Fig. 1: where the registers sit
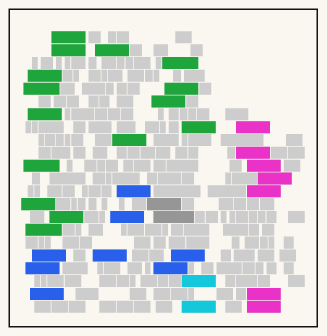
Fig. 2: signal wires on met3
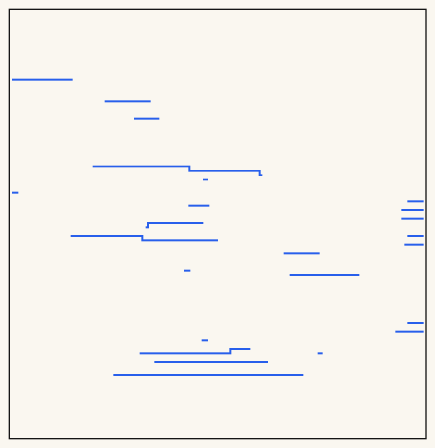
Design seg_mux_disp, sky130hd; sources not shown.
==> impl_metrics.csv <==
group,metric,value,unit
logic_synthesis,synth_warnings,0,
run_status,violations,"setup timing",
logic_synthesis,synth_cell_types,47,
global_route,grt_max_degree,16,
global_route,busiest_layer,"met2",
power_and_ir_drop,clk-power,0.000606,W
run_status,status,"finished with violations",
logic_synthesis,synth-seq-cells,34,
cells_and_area,flop-count,34,
timing,setup_viol,1,
place,port_buffers,22,
logic_synthesis,yosysMostFrequentCell,"dfxtp_1",
detailed_routing,routed-wl-met2,2290,um
timing,min_period_over_period,100,%
clocking,clockBufferDepth,2,
setup_path,reg2regPathDepth,6,
power_and_ir_drop,p_seq_share,54.1,%
clocking,insertion_delay,0.29,ns
cells_and_area,comb_cells,134,
cells_and_area,comb_share,42.9,%
detailed_routing,drc,0,
global_route,antenna_found_initial,0,
place,routabilityCongestion,0.782,
setup_path,critPathTopFamily,"multiplexers",
cells_and_area,area_delta_synth_final,41.9,%
timing,setup_tns,-0.00533,ns
setup_path,cp.arrival,1.88,ns
die,die_area,4360,um^2
power_and_ir_drop,leakage,1.03,nW
clocking,htree_levels,2,
setup_path,startpoint_type,"flop",
detailed_routing,top_layer,"met4",
cells_and_area,fillers,272,
die,tap_cells,48,
detailed_routing,viasPerCell,5.32,
clocking,cts.sinks,34,
logic_synthesis,dominantRegCellSynth,"dfxtp_1",
timing,fin_ws,-0.00533,ns
timing,drv_slew,0,
cells_and_area,largest_register_ffs,15,
die,die_w,65,um
logic_synthesis,aoi_share,10.4,%
clocking,cts.clk_slew.worst_paths,0.07,ns
place,place_area,2260,um^2
global_route,grt_pass1_vias,1564,
global_route,grt_pass1_wl,6930,um
power_and_ir_drop,powerDensity,611,nW/um^2
setup_path,cp.required,1.88,ns
global_route,use_met2,39.7,%
logic_synthesis,avgSynthCellArea,9.41,um^2
power_and_ir_drop,power_leader,"sequential cells",
clocking,cts_buffers,5,
logic_synthesis,synthArstFlopShare,0,%
hold_path,whs_path_depth,1,
logic_synthesis,synth-xor-area-share,6.10,%
logic_synthesis,common_cells,"dfxtp_1, nor2_1, mux2i_1, nand2_1, nand3_1",
power_and_ir_drop,power_combinational,0.0000793,W
detailed_routing,dr.pass1.iters,4,
cells_and_area,fin_nets,264,
cells_and_area,nonClockBufferCount,62,
logic_synthesis,floorplan.nets,202,
setup_path,critPathMaxStageDelay,0.44,ns
die,die_y,67,um
detailed_routing,wl_per_cell,14.5,um
place,placedCellCount,281,
timing,relSlewSlack,80.6,%
timing,rsz0062_at_grt,"true",
cells_and_area,inv_count,8,
power_and_ir_drop,internal_power,0.00117,W
die,fp-row-count,22,
clocking,cts_setup_buffers,4,
logic_synthesis,yosys_area,1720,um^2
global_route,grt-ovfl-total,0,
setup_path,critPathMaxFanout,6,
detailed_routing,dr_wl_met3,186,um
run,log.warning_count,33,
power_and_ir_drop,power_switching,0.000317,W
run,maxCapViolCount,0,
cells_and_area,layout-drive-gt1-share,30.9,%
place,dp_hpwl,3090,um
cells_and_area,top_area_cell_class,"combinational gates",
cells_and_area,clkbuf_count,7,
timing,finClkSkew,0.00898,ns
timing,worst_pin_slew,0.283,ns
power_and_ir_drop,pwr-share-comb,5.3,%
cells_and_area,diodes,0,
power_and_ir_drop,p_clk_share,40.6,%
setup_path,cp.depth,6,
place,post-place-ws,-0.136,ns
timing,hold_ws,0.454,ns
global_route,use_met1,22.5,%
cells_and_area,layout_top_cell,"buf_4",
clocking,clk_root_buffer_cell,"clkbuf_8",
logic_synthesis,synth_area_leader_cell,"dfxtp_1",
setup_path,r2r_slack,-0.005,ns
cells_and_area,fin_cells,294,
timing,hold_viol_final,0,
-- Fig. 1 (at the start) --
name in the netlist	color	placed flops
`seg`	magenta	7
`cnt`	green	15
`anode`	cyan	2
`snap`	blue	8
P_seq: 0.000806 W
Seq/total area: 28.2%
Util after Layout: 67.7%
FF/Latch Area: 689 um^2

-- Fig. 2 (at the start) --
share of all routed wire	4.4%
wire length on this layer	186 um
GRT met3 Usage: 5.74%
via count: 1,565
drt total wl: 4260 um

Power figures rest on the tool's default switching activity, not on a simulated workload.
